Figure 1. Metal 1 (run 1).
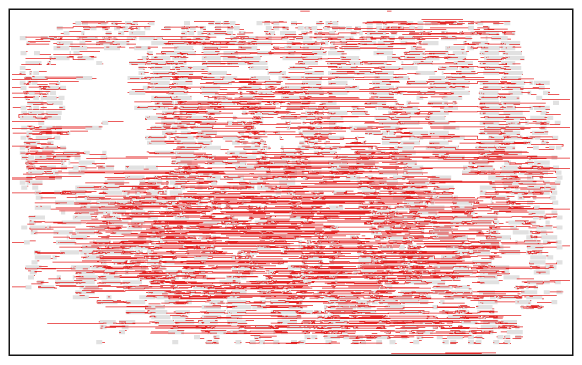
Figure 2. Signal wires on met2 (run 1).
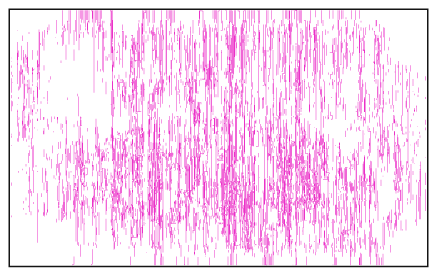
Figure 3. Met3 routing (run 1).
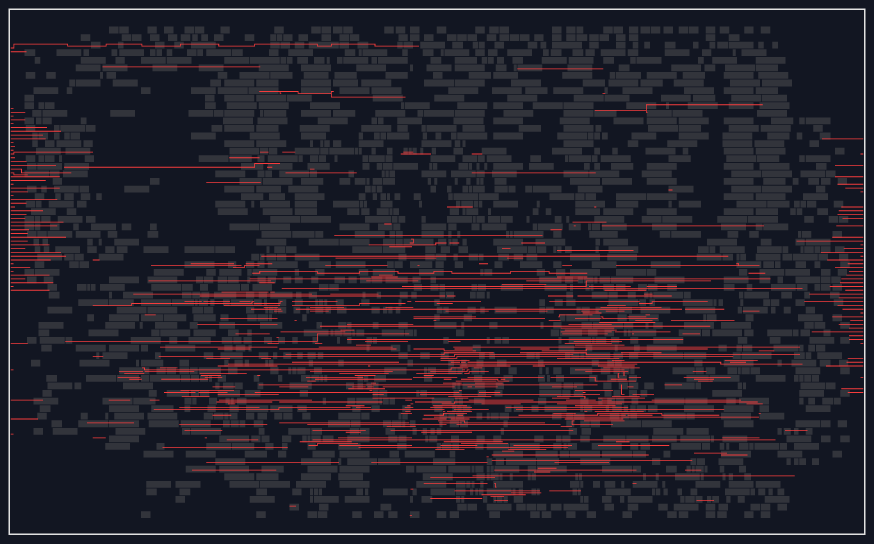
**src/rtl/oldland_write_buffer.sv**
```systemverilog
// Posted write buffer: queues writes in a small FIFO with early acks and drains them to memory in order,
// while forwarding reads, letting them overtake queued writes only when no queued address matches.
module oldland_write_buffer #(
  parameter int DEPTH       = 4,
  parameter bit MERGE       = 1'b1,
  parameter bit READ_BYPASS = 1'b1
) (
  input  logic        clk,
  input  logic        rst,
  input  logic        c_access,
  input  logic [29:0] c_addr,
  input  logic        c_wr_en,
  input  logic [31:0] c_wr_val,
  input  logic [3:0]  c_bytesel,
  output logic [31:0] c_data,
  output logic        c_ack,
  output logic        c_error,
  input  logic        c_flush,
  output logic        flush_complete,
  output logic        m_access,
  output logic [29:0] m_addr,
  output logic [31:0] m_wr_val,
  output logic        m_wr_en,
  output logic [3:0]  m_bytesel,
  input  logic [31:0] m_data,
  input  logic        m_ack,
  input  logic        m_error,
  output logic        wb_empty,
  output logic        wb_full,
  output logic        err_sticky,
  output logic [29:0] err_addr,
  input  logic        err_clr
);

  localparam int PTR_W = $clog2(DEPTH);
  localparam int CNT_W = PTR_W + 1;

  typedef enum logic [1:0] {ST_IDLE, ST_WRITE, ST_READ} state_t;

  state_t             state_q, state_d;
  logic [PTR_W-1:0]   head_q, head_d, tail_q, tail_d;
  logic [CNT_W-1:0]   count_q, count_d;
  logic               req_valid_q, req_valid_d;
  logic               req_wr_q, req_wr_d;
  logic [29:0]        req_addr_q, req_addr_d;
  logic [31:0]        req_val_q, req_val_d;
  logic [3:0]         req_bsel_q, req_bsel_d;
  logic               rd_ack_q, rd_ack_d;
  logic               rd_err_q, rd_err_d;
  logic [31:0]        rd_data_q, rd_data_d;
  logic               flush_pending_q, flush_pending_d;
  logic               err_sticky_q, err_sticky_d;
  logic [29:0]        err_addr_q, err_addr_d;

  logic [29:0]        fifo_addr_q [DEPTH];
  logic [31:0]        fifo_val_q  [DEPTH];
  logic [3:0]         fifo_bsel_q [DEPTH];

  logic [PTR_W-1:0]   youngest;
  logic [DEPTH-1:0]   hit;
  logic [31:0]        merge_val;
  logic               fifo_empty, full, head_busy;
  logic               can_merge, do_merge, do_enq, wr_ack;
  logic               rd_eligible, retire, rd_done;

  assign youngest   = tail_q - 1'b1;
  assign fifo_empty = (count_q == '0);
  assign full       = (count_q == CNT_W'(DEPTH));
  assign head_busy  = (state_q == ST_WRITE);

  // A read must not overtake any queued or in-flight write to the same word.
  for (genvar gi = 0; gi < DEPTH; gi++) begin : g_match
    logic [PTR_W-1:0] idx;
    assign idx     = head_q + PTR_W'(gi);
    assign hit[gi] = (CNT_W'(gi) < count_q) && (fifo_addr_q[idx] == req_addr_q);
  end

  for (genvar gi = 0; gi < 4; gi++) begin : g_byte
    assign merge_val[gi*8 +: 8] = req_bsel_q[gi] ? req_val_q[gi*8 +: 8] : fifo_val_q[youngest][gi*8 +: 8];
  end

  // The youngest entry is only frozen when it is also the head currently on the bus.
  assign can_merge   = MERGE && !fifo_empty && (fifo_addr_q[youngest] == req_addr_q) &&
                       !(head_busy && count_q == CNT_W'(1));
  assign do_merge    = req_valid_q && req_wr_q && can_merge;
  assign do_enq      = req_valid_q && req_wr_q && !can_merge && !full;
  assign wr_ack      = do_merge || do_enq;
  assign rd_eligible = req_valid_q && !req_wr_q &&
                       ((READ_BYPASS && !(|hit)) || (fifo_empty && state_q == ST_IDLE));
  assign retire      = (state_q == ST_WRITE) && m_ack;
  assign rd_done     = (state_q == ST_READ) && m_ack;

  always_comb begin
    state_d         = state_q;
    head_d          = head_q + PTR_W'(retire);
    tail_d          = tail_q + PTR_W'(do_enq);
    count_d         = count_q + CNT_W'(do_enq) - CNT_W'(retire);
    req_valid_d     = req_valid_q;
    req_wr_d        = req_wr_q;
    req_addr_d      = req_addr_q;
    req_val_d       = req_val_q;
    req_bsel_d      = req_bsel_q;
    rd_ack_d        = 1'b0;
    rd_err_d        = 1'b0;
    rd_data_d       = '0;
    err_sticky_d    = err_sticky_q;
    err_addr_d      = err_addr_q;

    if (wr_ack || rd_done) req_valid_d = 1'b0;
    if (c_access) begin
      req_valid_d = 1'b1;
      req_wr_d    = c_wr_en;
      req_addr_d  = c_addr;
      req_val_d   = c_wr_val;
      req_bsel_d  = c_bytesel;
    end

    unique case (state_q)
      ST_IDLE: begin
        if (rd_eligible)      state_d = ST_READ;
        else if (!fifo_empty) state_d = ST_WRITE;
      end
      ST_WRITE: if (m_ack) state_d = ST_IDLE;
      ST_READ: begin
        if (m_ack) begin
          state_d   = ST_IDLE;
          rd_ack_d  = 1'b1;
          rd_data_d = m_data;
          rd_err_d  = m_error;
        end
      end
      default: state_d = ST_IDLE;
    endcase

    // A new failure in the clearing cycle survives and starts a fresh capture.
    if (retire && m_error) begin
      err_sticky_d = 1'b1;
      if (!err_sticky_q || err_clr) err_addr_d = fifo_addr_q[head_q];
    end else if (err_clr) begin
      err_sticky_d = 1'b0;
      err_addr_d   = '0;
    end

    flush_pending_d = c_flush || (flush_pending_q && !wb_empty);
  end

  always_ff @(posedge clk or negedge rst) begin
    if (!rst) begin
      state_q         <= ST_IDLE;
      head_q          <= '0;
      tail_q          <= '0;
      count_q         <= '0;
      req_valid_q     <= 1'b0;
      req_wr_q        <= 1'b0;
      req_addr_q      <= '0;
      req_val_q       <= '0;
      req_bsel_q      <= '0;
      rd_ack_q        <= 1'b0;
      rd_err_q        <= 1'b0;
      rd_data_q       <= '0;
      flush_pending_q <= 1'b0;
      err_sticky_q    <= 1'b0;
      err_addr_q      <= '0;
    end else begin
      state_q         <= state_d;
      head_q          <= head_d;
      tail_q          <= tail_d;
      count_q         <= count_d;
      req_valid_q     <= req_valid_d;
      req_wr_q        <= req_wr_d;
      req_addr_q      <= req_addr_d;
      req_val_q       <= req_val_d;
      req_bsel_q      <= req_bsel_d;
      rd_ack_q        <= rd_ack_d;
      rd_err_q        <= rd_err_d;
      rd_data_q       <= rd_data_d;
      flush_pending_q <= flush_pending_d;
      err_sticky_q    <= err_sticky_d;
      err_addr_q      <= err_addr_d;
    end
  end

  always_ff @(posedge clk) begin
    if (do_enq) begin
      fifo_addr_q[tail_q] <= req_addr_q;
      fifo_val_q[tail_q]  <= req_val_q;
      fifo_bsel_q[tail_q] <= req_bsel_q;
    end
    if (do_merge) begin
      fifo_val_q[youngest]  <= merge_val;
      fifo_bsel_q[youngest] <= fifo_bsel_q[youngest] | req_bsel_q;
    end
  end

  // Bus fields come straight from the head entry, which cannot change while it is in flight.
  assign m_access       = (state_q != ST_IDLE);
  assign m_wr_en        = (state_q == ST_WRITE);
  assign m_addr         = (state_q == ST_WRITE) ? fifo_addr_q[head_q] :
                          (state_q == ST_READ)  ? req_addr_q : '0;
  assign m_wr_val       = (state_q == ST_WRITE) ? fifo_val_q[head_q] : '0;
  assign m_bytesel      = (state_q == ST_WRITE) ? fifo_bsel_q[head_q] :
                          (state_q == ST_READ)  ? req_bsel_q : '0;
  assign c_ack          = wr_ack || rd_ack_q;
  assign c_data         = rd_data_q;
  assign c_error        = rd_err_q;
  assign wb_empty       = fifo_empty && (state_q == ST_IDLE);
  assign wb_full        = full;
  assign flush_complete = flush_pending_q && wb_empty;
  assign err_sticky     = err_sticky_q;
  assign err_addr       = err_addr_q;

endmodule
```
**config.mk**
```make
export PLATFORM = sky130hd
export DESIGN_NAME = oldland_write_buffer
export DESIGN_NICKNAME = d
export VERILOG_FILES = /design/src/rtl/oldland_write_buffer.sv
export SDC_FILE = /design/constraint.sdc
export NUM_CORES = 1
export LEC_CHECK = 0
export CORE_ASPECT_RATIO = 0.6
export CORE_MARGIN = 5
export CORE_UTILIZATION = 40
export CTS_CLUSTER_DIAMETER = 100
export DETAILED_ROUTE_END_ITERATION = 6
export PLACE_DENSITY = 0.57
export SYNTH_ARGS = -nofsm -noshare
export SYNTH_HDL_FRONTEND = slang
export SYNTH_SLANG_ARGS = --single-unit
```
**constraint.sdc**
```tcl
create_clock -name clk -period 6 [get_ports clk]
set_input_delay 1.2 -clock clk [delete_from_list [all_inputs] [get_ports clk]]
set_output_delay 1.2 -clock clk [all_outputs]
set_load 0.01 [all_outputs]
```
==> job_summary.md, run 1 <==
## PnR job results

| Metric | Value |
|---|---|
| Total cells reported by yosys after synthesis | `1,516` |
| Yosys adder share | `0.864%` |
| XORs/XNORs by Area | `under 10%` |
| Vias per inst | `5.96` |
| Clk cell area share | `4.67%` |
| Cell Area, Synth | `~21,000 sq um` |
| Post-synth mux share | `22.2%` |
| Highest attainable clock frequency | `0.174 GHz` |
| Combinational gate area | `8980 sq um` |
| Dominant logic cell type in the layout | `sky130_fd_sc_hd__edfxtp_1` |
| Setup slack of the most critical reg-to-reg path | `roughly 1.2 ns` |
| Ordered cell list for the critical path | `inv_1 > ha_2 > buf_4 > mux4_2 > xnor2_1 > nand4_1 > nor4_2 > nand4_1 > buf_4 > inv_2 > or3_1 > clkdlybuf4s50_1` |
| Maximum resistive drop on vdd | `approximately 240 uV` |
| Number of buffers added by the clock tree synthesis step | `39` |
| FILL cells | `4,555` |
| Largest logic family | `multiplexers` |
| Non-clock buffer count in the final layout | `roughly 280` |
| Sw Pwr | `5040 uW` |
| Router iterations before antenna repair | `5` |
| Hold Violations, Final | `0` |
| Static leakage | `between 0.009 and 0.01 uW` |
| Overall routing resource usage | `about a quarter` |
| Proportion of synthesized flip-flops having asynchronous set or reset | `between 30% and 40%` |
| Run status | `complete, no violations` |
| Register area | `11,500 sq um` |
| Setup-violating endpoint count in the final report | `0` |
| Ys flop type | `sky130_fd_sc_hd__edfxtp_1` |
| Number of non-clock inverters in the layout | `47` |
| Fraction of layout instances using a drive strength above 1 | `17.8%` |
| PortBufs | `241` |
| Drc violations | `0` |
| Cell taking the most area after synthesis | `sky130_fd_sc_hd__edfxtp_1` |
| Clock sink count | `between 400 and 500` |
| Clock skew | `0.0215 ns` |
| Root buffer cell | `sky130_fd_sc_hd__clkbuf_16` |
| Final core utilization | `48.6%` |
Back to the opening pictures, Figure 1:
nets with wire on the layer = 1,696
longest straight run = 113 um
total via count after detailed routing: 14,600
met1 routing resource usage after global routing: 38.9%
aggregate routed wire length: 70.5 mm

Back to the opening pictures, Figure 2:
main direction = vertical
wire length on this layer = 27.1 mm

Back to the opening pictures, Figure 3:
longest straight run = 187 um
main direction = horizontal

[run 1: power groups by stage]
stage	Clock [uW]	Combinational, uW	Sequential, uW
6_report	2350	6160	4060
4_1_cts	2430	6060	4050
3_5_place_dp	0	6010	4100
5_1_grt	2560	6490	4110
3_3_place_gp	0	6000	4100
2_1_floorplan	0	3930	3780
[run 1: layer usage]
metal / GRT usage, % / vias up / wire [um]
li1: - / 6216 / -
met1: 38.9 / 7509 / 33100
met2: 30.5 / 840 / 27100
met3: 9.69 / 77 / 9360
met4: 3.23 / 6 / 905
met5: 0 / - / 45
[run 1: synthesized netlist by cell type, types with 9 or more instances]
master                      number
sky130_fd_sc_hd__a2111oi_0       9
sky130_fd_sc_hd__a211oi_1       11
sky130_fd_sc_hd__a21oi_1        23
sky130_fd_sc_hd__a22o_1         19
sky130_fd_sc_hd__and2_1         54
sky130_fd_sc_hd__and3_1         38
sky130_fd_sc_hd__buf_1          25
sky130_fd_sc_hd__buf_2          29
sky130_fd_sc_hd__clkbuf_1       50
sky130_fd_sc_hd__dfrtp_1       143
sky130_fd_sc_hd__edfxtp_1      264
sky130_fd_sc_hd__ha_1           13
sky130_fd_sc_hd__inv_1          43
sky130_fd_sc_hd__mux2_2         88
sky130_fd_sc_hd__mux2i_1       107
sky130_fd_sc_hd__mux4_2        116
sky130_fd_sc_hd__nand2_1        63
sky130_fd_sc_hd__nand3b_1       19
sky130_fd_sc_hd__nand4_1        29
sky130_fd_sc_hd__nor2_1         35
sky130_fd_sc_hd__nor2b_1        16
sky130_fd_sc_hd__nor4_1         15
sky130_fd_sc_hd__o21ai_0        66
sky130_fd_sc_hd__o221ai_1       11
sky130_fd_sc_hd__o22ai_1        10
sky130_fd_sc_hd__xnor2_1        91
sky130_fd_sc_hd__xor2_1         30
[run 1: state kept, by name, indices dropped and copies added (netlist names)]
name	flops
c_data	32
c_error	1
count_q	3
err_addr	30
err_sticky	1
fifo_addr_q	120
fifo_bsel_q	16
fifo_val_q	128
flush_pending_q	1
head_q	2
rd_ack_q	1
req_addr_q	30
req_bsel_q	4
req_val_q	32
req_valid_q	1
req_wr_q	1
state_q	2
tail_q	2
[run 1: per-stage QoR]
step | hold slack, ns | power (uW) | worst slack, ns | cell area (sq um)
final | 0.507 | 12600 | 0.254 | 25500
after global routing | 0.535 | 13200 | 0.115 | 25500
after CTS | 0.513 | 12500 | 0.0507 | 25400
after detailed placement | 0.500 | 10100 | 0.531 | 24200
after global placement | 0.488 | 10100 | 0.667 | 24200
after floorplan | 0.441 | 7720 | 1.29 | 21100
[run 1: worst max-delay path by stage]
stage	start	endpoint	slack (ns)	cells past startpoint
floorplan	tail_q[0]	c_ack	1.29	14
finish	tail_q[1]	c_ack	0.25	12
global route	tail_q[1]	c_ack	0.12	12
detailed placement	tail_q[1]	c_ack	0.53	12
global placement	tail_q[1]	c_ack	0.67	12
CTS	tail_q[1]	c_ack	0.05	12
[run 1: repair_timing]
| action | CTS | global route |
|---|---|---|
| endpoints found under the setup margin | 1 | 1 |
| resized | 1 | 5 |
| cloned | 0 | 0 |
| hold buffers | 0 | 0 |
Figure 4. Signal wires on met4 (run 1).
Scale bar: 100 um.
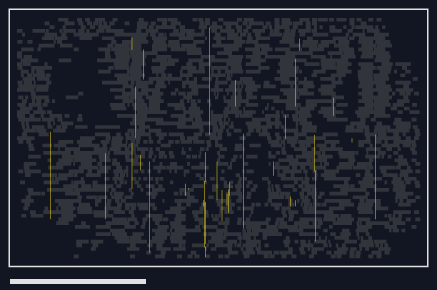

==> run 1 -> run 2 <==
- ABC_AREA: not set -> 1
- clock period: 6 -> 6.8 ns (I/O delays scaled with it)
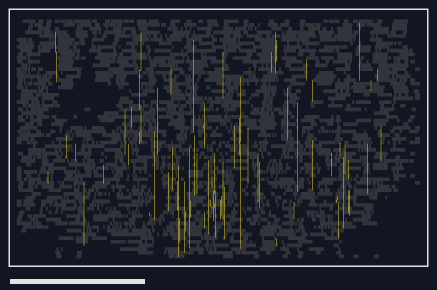
Figure 5: run 2, signal wires on met4.
Scale bar: 100 um.
share of all routed wire = 2.6%
nets with wire on the layer = 49
longest straight run = 77.5 um

==> run 2 against run 1 <==
Clock skew up 0.014 ns. Register-to-register slack improved by 0.54 ns. First-iteration DRC count grew 50%.
==> job_summary.md, run 2 <==
## PnR job results

| Metric | Value |
|---|---|
| Via count of the first global-routing pass | `18,400` |
| Number of standard cells after synthesis | `2,617` |
| Cell Area, Synth | `roughly 21,000 sq um` |
| Most flops, register | `fifo_val_q` |
| Total congestion overflow after global routing | `0` |
| Number of antenna violations at the first check in global routing | `6` |
| RSZ-0062 raised after global routing | `no` |
| Run status | `complete, no violations` |
| Clock skew | `between 0.03 and 0.04 ns` |
| Internal power component | `slightly above 6000 uW` |
| Post-synth seq share | `53.7%` |
| Leading post-synthesis cells by cell area | `sky130_fd_sc_hd__edfxtp_1 (37%), sky130_fd_sc_hd__nand2_1 (18%), sky130_fd_sc_hd__dfrtp_1 (17%), sky130_fd_sc_hd__nand3_1 (8.4%), sky130_fd_sc_hd__o21ai_0 (3.8%)` |
| Arrival time at the worst endpoint | `4.34 ns` |
| PortBufs | `roughly 240` |
| Cell Area, Placed | `24,300 sq um` |
| Final TNS setup | `0 ns` |
| Most frequent cells in the layout | `sky130_fd_sc_hd__nand2_1 (1,016), sky130_fd_sc_hd__nand3_1 (360), sky130_fd_sc_hd__edfxtp_1 (264)` |
| Overall routing resource usage | `26.6%` |
| Post-synth tally of flip-flops with integrated enable | `264` |
| Number of max-slew violations in the final report | `0` |
| Wire length per cell after detailed routing | `about 23 um` |
| Vias per inst | `5.67` |
| Combinational power share | `52.2%` |
| Worst hold margin | `0.514 ns` |
| Tally of nets with antenna violations remaining after routing | `0` |
| # H-tree levels | `2` |
| Power per unit of standard cell area | `462 nW/um^2` |
| Hold Violations, Final | `0` |
| Height of the die | `around 190 um` |
| Number of placement rows | `65` |
| Router iterations before antenna repair | `7` |
| Sequential Power | `3380 uW` |
| Synth flops | `407` |
| Clk pwr share | `between 10% and 20%` |
| Worst Max-Slew Pin Slew | `1.17 ns` |
| Combinational group power | `approximately 6200 uW` |
| Fraction of layout instances using a drive strength above 1 | `4.60%` |
| Largest power group | `combinational logic` |
| Aggregate routed wire length | `80.2 mm` |
| Maximum resistive drop on vdd | `485 uV` |
| Top cell type by instance count after synthesis | `sky130_fd_sc_hd__nand2_1` |
| Count of nets after finishing | `just under 3,000` |
| Register clock-pin slew on the reported worst setup and hold paths | `0.06 ns` |
| Slew margin rel. | `~22%` |
| Cell taking the most area after synthesis | `sky130_fd_sc_hd__edfxtp_1` |
| Core utilization at floorplan | `40.6%` |
| Registers with the most flip-flops | `fifo_val_q x128, fifo_addr_q x120` |
| Core area | `52,800 sq um` |
| Clock tree from TritonCTS | `done` |
| Hold/Removal Path Class | `reg -> reg` |
| Total via count after detailed routing | `20,000` |
| Synth Net Count | `about 2,700` |
| Die outline width | `309 um` |
| Setup-violating endpoint count in the final report | `0` |
| Minimum period implied by the final worst setup slack | `5.70 ns` |
| Static leakage | `0.0110 uW` |
| Root buffer cell | `sky130_fd_sc_hd__clkbuf_16` |
| Violation count after the first detailed-route iteration | `around 2,600` |
| Signed area change from the synthesized netlist to the final layout | `19.8%` |
| Total cells reported by yosys after synthesis | `2,617` |
| Clock sink count | `407` |
| Ys flop type | `sky130_fd_sc_hd__edfxtp_1` |
| Post-layout instance area | `~26,000 sq um` |
| Highest attainable clock frequency | `0.176 GHz` |
| Number of flip-flops under the largest register name | `128` |
| Overall die area | `58,400 sq um` |
| Data required, critical path | `around 5.4 ns` |
| RePlAce Congestion | `slightly above 1` |
| Longest Clk Path Bufs | `3` |
| Total of hold buffers inserted after clock tree synthesis | `0` |
| Nature of the critical path startpoint | `register` |
| Most used standard cells in the synthesized netlist | `sky130_fd_sc_hd__nand2_1 (1,017), sky130_fd_sc_hd__nand3_1 (361), sky130_fd_sc_hd__edfxtp_1 (264)` |
| Worst setup EP type | `output port` |
| Post-Syn Area per Cell | `8.18 sq um` |
| Flop pwr share | `28.5%` |
| Drc violations | `0` |
| Critical path start-end classification | `reg -> out` |
| Sw Pwr | `5680 uW` |
| Proportion of synthesized flip-flops having asynchronous set or reset | `around a third` |
| Unique masters post-synth | `38` |
| Clock insertion delay at the later pin of the skew report | `0.57 ns` |
| Half-perimeter wire length of the detailed placement result | `55.2 mm` |
| Worst-path fanout max | `23` |
| Count of tool warnings | `38` |
| Number of buffers added by the clock tree synthesis step | `a little over 40` |
| # Post-CTS Setup Buffers | `0` |
| Power in the clock group | `2290 uW` |
| CTS resizes | `0` |
| Dominant logic cell type in the layout | `sky130_fd_sc_hd__nand2_1` |
| FILL cells | `5,033` |
-- run 2: per-stage QoR --
stage	total power [uW]	std cells	util [%]	worst slack, ns
2_1_floorplan	7090	2617	-	2.83
3_3_place_gp	9280	3452	46.1	1.87
3_5_place_dp	9380	3452	46.1	1.77
4_1_cts	11700	3527	48.6	1.16
5_1_grt	12600	3527	48.6	0.844
6_report	11900	3528	48.6	1.10
-- run 2: area by class of cell --
| cell class | count | area (sq um) | area share, % |
|---|---|---|---|
| Antenna cell | 1 | 2.50 | 0.00975 |
| Clock buffer | 57 | 1170 | 4.55 |
| Clock inverter | 18 | 161 | 0.629 |
| Inverter | 156 | 588 | 2.29 |
| Multi-Input combinational cell | 1916 | 8690 | 33.9 |
| Sequential cell | 407 | 11500 | 44.9 |
| Tap cell | 703 | 880 | 3.43 |
| Timing Repair Buffer | 270 | 2650 | 10.3 |
-- run 2: per-layer routing --
| metal | wire (um) | vias to the layer above | track usage [%] |
|---|---|---|---|
| met4 | 2080 | 12 | 6.15 |
| met2 | 30100 | 1252 | 34.4 |
| li1 | - | 9167 | - |
| met1 | 35500 | 9409 | 40.2 |
| met3 | 12300 | 169 | 11.8 |
| met5 | 182 | - | 1.50 |
-- run 2: logic make-up (layout without fill, tap and decap cells) --
kind of cell / after synthesis / count (layout) / synth area share [%]
AND-OR/OR-AND: 336 / 336 / 9.44
AND/OR/NAND/NOR: 1553 / 1553 / 29.7
buffers and inverters: 294 / 501 / 5.77
other: 0 / 1 / 0
XOR/XNOR: 13 / 13 / 0.532
flip-flops: 407 / 407 / 53.7
adder cells (fa/ha/maj): 14 / 14 / 0.853
-- run 2: worst paths after layout --
| path | slack (ns) | from | depth (start not counted) | to |
|---|---|---|---|---|
| worst max-delay path | 1.10 | tail_q[1] | 16 | c_ack |
| worst min-delay path | 0.51 | req_wr_q | 2 | req_wr_q |
| worst max register to register | 1.76 | head_q[1] | 21 | state_q[0] |
| worst min register to register | 0.51 | req_wr_q | 2 | req_wr_q |
| max in group asynchronous | 4.86 | rst | 2 | req_val_q[25] |
| min in group asynchronous | 0.70 | rst | 1 | c_data[24] |
-- run 2: critical path, cell delays in order (launching register included) --
cell	delay (ns)
sky130_fd_sc_hd__dfrtp_1	0.44
sky130_fd_sc_hd__inv_1	0.12
sky130_fd_sc_hd__ha_1	0.31
sky130_fd_sc_hd__inv_2	0.49
sky130_fd_sc_hd__buf_4	0.29
sky130_fd_sc_hd__nand3_1	0.11
sky130_fd_sc_hd__nand3_1	0.09
sky130_fd_sc_hd__nand2_1	0.06
sky130_fd_sc_hd__nor2_1	0.18
sky130_fd_sc_hd__nand2_1	0.08
sky130_fd_sc_hd__nor2_1	0.08
sky130_fd_sc_hd__nand2_1	0.09
sky130_fd_sc_hd__nor2_4	0.17
sky130_fd_sc_hd__nand2_1	0.31
sky130_fd_sc_hd__nand2_1	0.25
sky130_fd_sc_hd__or2_2	0.16
sky130_fd_sc_hd__clkdlybuf4s50_1	0.54
Figure 6. Met3 routing (run 2).
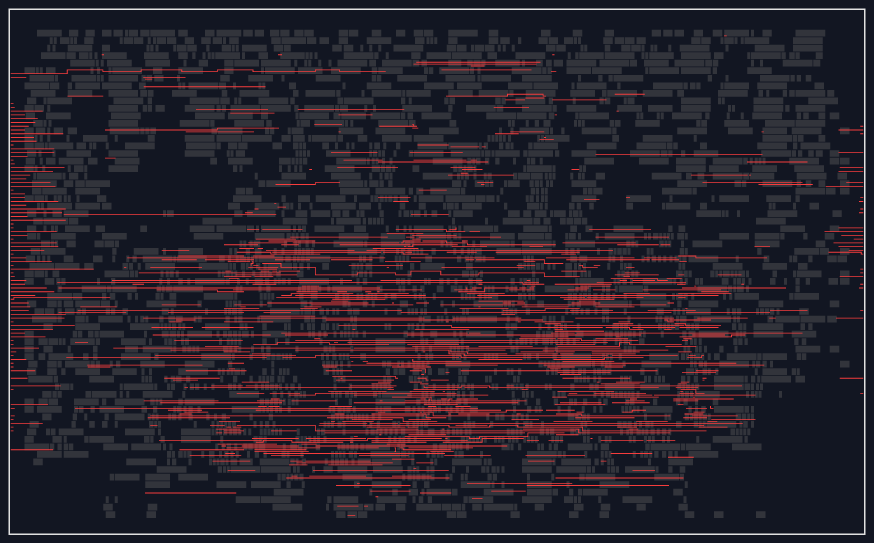

==> run 2 -> run 3 <==
- clock period: 6.8 -> 5.4 ns (I/O delays scaled with it)
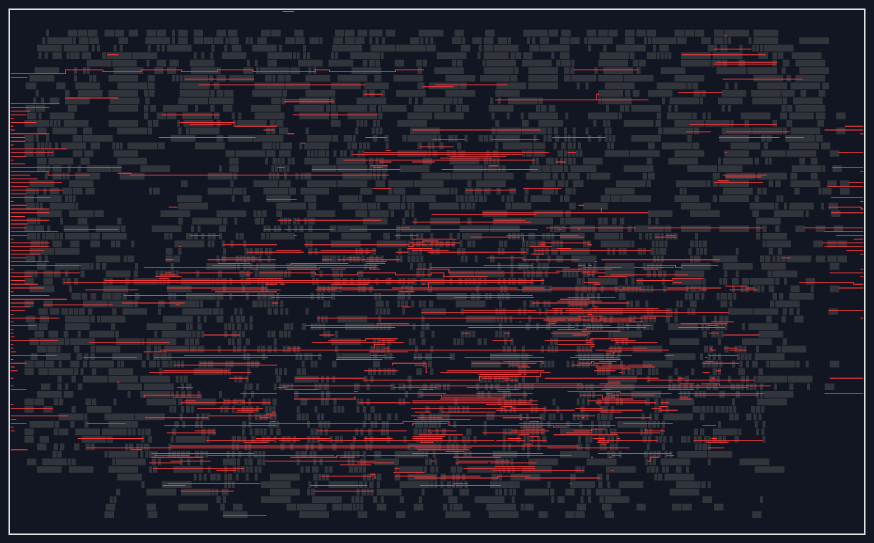
Figure 7: run 3, met3 routing.
main direction = horizontal
nets with wire on the layer = 384
met3 track utilization from global routing: 7.14%
aggregate routed wire length: 81.0 mm
total via count after detailed routing: 19,900

==> run 3 against run 2 <==
Routed wire length is 1.0% higher. Critical endpoint unchanged. Setup slack worse by 0.84 ns. Register-to-register slack got worse by 0.60 ns. Flip-flop count is the same. Largest power group unchanged. Highest routed layer is now met4. Non-clock buffer count increased by 6.
==> job_summary.md, run 3 <==
## PnR job results

| Metric | Value |
|---|---|
| Register clock-pin slew on the reported worst setup and hold paths | `~0.060 ns` |
| Violation count after the first detailed-route iteration | `2,592` |
| Count of tool warnings | `34` |
| Startpoint of the most critical setup path | `tail_q[1]` |
| Met1 routing resource usage after global routing | `between 40% and 50%` |
| Synth flops | `407` |
| Highest attainable clock frequency | `between 0.15 and 0.2 GHz` |
| Final TNS setup | `0 ns` |
| Startpoint of the most critical hold path | `req_wr_q` |
| RePlAce Congestion | `0.976` |
| Wire length per cell after detailed routing | `approximately 23 um` |
| Ys flop type | `sky130_fd_sc_hd__edfxtp_1` |
| Proportion of synthesized flip-flops having asynchronous set or reset | `35.1%` |
| Clock sink count | `approximately 410` |
| Cell taking the most area after synthesis | `sky130_fd_sc_hd__edfxtp_1` |
| End of the worst register-to-register path | `fifo_val_q[1][3]` |
| Static leakage | `roughly 0.011 uW` |
| Number of standard cells after synthesis | `about 2,600` |
| Longest Clk Path Bufs | `3` |
| Post-synth seq share | `53.7%` |
| Run status | `complete, no violations` |
| Nature of the critical path startpoint | `register` |
| Critical path start-end classification | `reg -> out` |
| Number of buffers added by the clock tree synthesis step | `42` |
| Minimum period implied by the final worst setup slack | `5.13 ns` |
| Number of flip-flops under the largest register name | `between 100 and 150` |
| Registers with the most flip-flops | `fifo_val_q x128, fifo_addr_q x120` |
| Core area | `approximately 53,000 sq um` |
| Hold Violations, Final | `0` |
| FILL cells | `5,035` |
| Worst hold margin | `0.507 ns` |
| Setup slack of the most critical reg-to-reg path | `roughly 1.2 ns` |
| Total power | `15,200 uW` |
| Unique masters post-synth | `38` |
| Drc violations | `0` |
| Maximum resistive drop on vdd | `502 uV` |
| Post-Syn Area per Cell | `a little over 8 sq um` |
| Dominant logic cell type in the layout | `sky130_fd_sc_hd__nand2_1` |
| Leading post-synthesis cells by cell area | `sky130_fd_sc_hd__edfxtp_1 (37%), sky130_fd_sc_hd__nand2_1 (18%), sky130_fd_sc_hd__dfrtp_1 (17%), sky130_fd_sc_hd__nand3_1 (8.4%), sky130_fd_sc_hd__o21ai_0 (3.8%)` |
| Core utilization at floorplan | `between 40% and 50%` |
| Total of hold buffers inserted after clock tree synthesis | `0` |
| Signed area change from the synthesized netlist to the final layout | `20.6%` |
| Clock skew | `0.0138 ns` |
| # H-tree levels | `2` |
| Root buffer cell | `sky130_fd_sc_hd__clkbuf_16` |
| Slew margin rel. | `19.4%` |
| Arrival time at the worst endpoint | `roughly 4 ns` |
| Overall die area | `just under 60,000 sq um` |
| Synth Net Count | `2,737` |
| Clock insertion delay at the later pin of the skew report | `0.56 ns` |
| Worst Max-Slew Pin Slew | `1.21 ns` |
| Total cells reported by yosys after synthesis | `2,617` |
| Ant diodes | `0` |
| Power per unit of standard cell area | `587 nW/um^2` |
| Cells after DPL | `around 3,500` |
| Post-route insts no fill | `3,535` |
| Cell Area, Synth | `21,400 sq um` |
| Tally of nets with antenna violations remaining after routing | `0` |
| Hold/Removal Path Class | `reg -> reg` |
| Number of placement rows | `65` |
| Worst-path fanout max | `38` |
| Total congestion overflow after global routing | `0` |
[run 3: cell counts after synthesis]
No cell type changed its count.
[run 3: stage by stage]
stage	setup slack (ns)	area (sq um)
detailed placement	0.829	24400
floorplan	1.43	21400
CTS	0.223	25800
finish	0.266	25800
global placement	0.906	24400
global route	0.0248	25800
[run 3: final cells by class]
| type | count | area, sq um | area share [%] |
|---|---|---|---|
| Clock inverter | 18 | 191 | 0.741 |
| Timing Repair Buffer | 276 | 2770 | 10.7 |
| Tap cell | 703 | 880 | 3.41 |
| Multi-Input combinational cell | 1916 | 8690 | 33.7 |
| Inverter | 156 | 587 | 2.27 |
| Clock buffer | 59 | 1200 | 4.64 |
| Sequential cell | 407 | 11500 | 44.6 |
[run 3: logic make-up (layout without fill, tap and decap cells)]
kind of cell    after synthesis  after routing  share of synthesized area, %
compound gates              336            336                          9.44
buf+inv                     294            509                          5.77
xor+xnor                     13             13                         0.532
flops                       407            407                          53.7
fa+ha+maj                    14             14                         0.853
simple gates               1553           1553                          29.7
[run 3: critical path, stage by stage, from the launching register on]
cell and delay, ns:
sky130_fd_sc_hd__dfrtp_1 0.43, sky130_fd_sc_hd__inv_1 0.12, sky130_fd_sc_hd__ha_1 0.33, sky130_fd_sc_hd__buf_6 0.39, sky130_fd_sc_hd__nand3_1 0.16, sky130_fd_sc_hd__nand3_1 0.10, sky130_fd_sc_hd__nand2_1 0.08, sky130_fd_sc_hd__nor2_1 0.19
sky130_fd_sc_hd__nand2_1 0.18, sky130_fd_sc_hd__nor2_1 0.12, sky130_fd_sc_hd__nand2_1 0.14, sky130_fd_sc_hd__nor2_4 0.17, sky130_fd_sc_hd__nand2_1 0.07, sky130_fd_sc_hd__buf_4 0.19, sky130_fd_sc_hd__nand2_1 0.13, sky130_fd_sc_hd__or2_2 0.15
sky130_fd_sc_hd__clkdlybuf4s50_1 0.54
[run 3: worst min path at each step]
| stage | to | slack (ns) | depth (start not counted) |
|---|---|---|---|
| 2_1_floorplan | req_wr_q | 0.46 | 2 |
| 3_3_place_gp | req_wr_q | 0.49 | 2 |
| 3_5_place_dp | req_wr_q | 0.49 | 2 |
| 4_1_cts | req_wr_q | 0.50 | 2 |
| 5_1_grt | fifo_val_q[1][7] | 0.53 | 0 |
| 6_report | req_wr_q | 0.51 | 2 |
[run 3: power breakdown]
| group | total [uW] | switching, uW | internal [uW] |
|---|---|---|---|
| clock | 2980 | 1280 | 1700 |
| sequential | 4220 | 383 | 3840 |
| combinational | 7970 | 5560 | 2410 |
[run 3: timing repair]
item,4_1_cts,5_1_grt
buffers inserted,0,0
resized,0,1
setup endpoints to repair,0,1
[run 3: metal layers]
layer	up-vias	share of wire [%]
met5	-	0
li1	9169	-
met3	90	13
met4	0	1.4
met1	9466	47
met2	1150	39

==> screenshots <==
Congestion heat map.
image #1
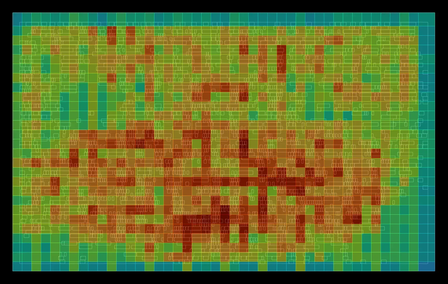
image #2
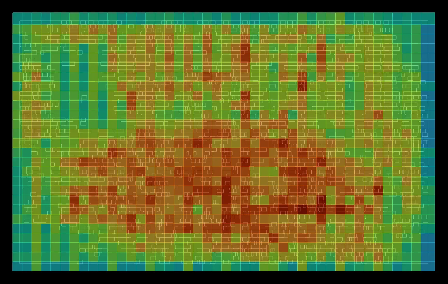
run 2 -> image #1
run 1 -> image #2
The one with the most wire per cell is image #2.

Power is estimated from default activity; no workload was simulated.
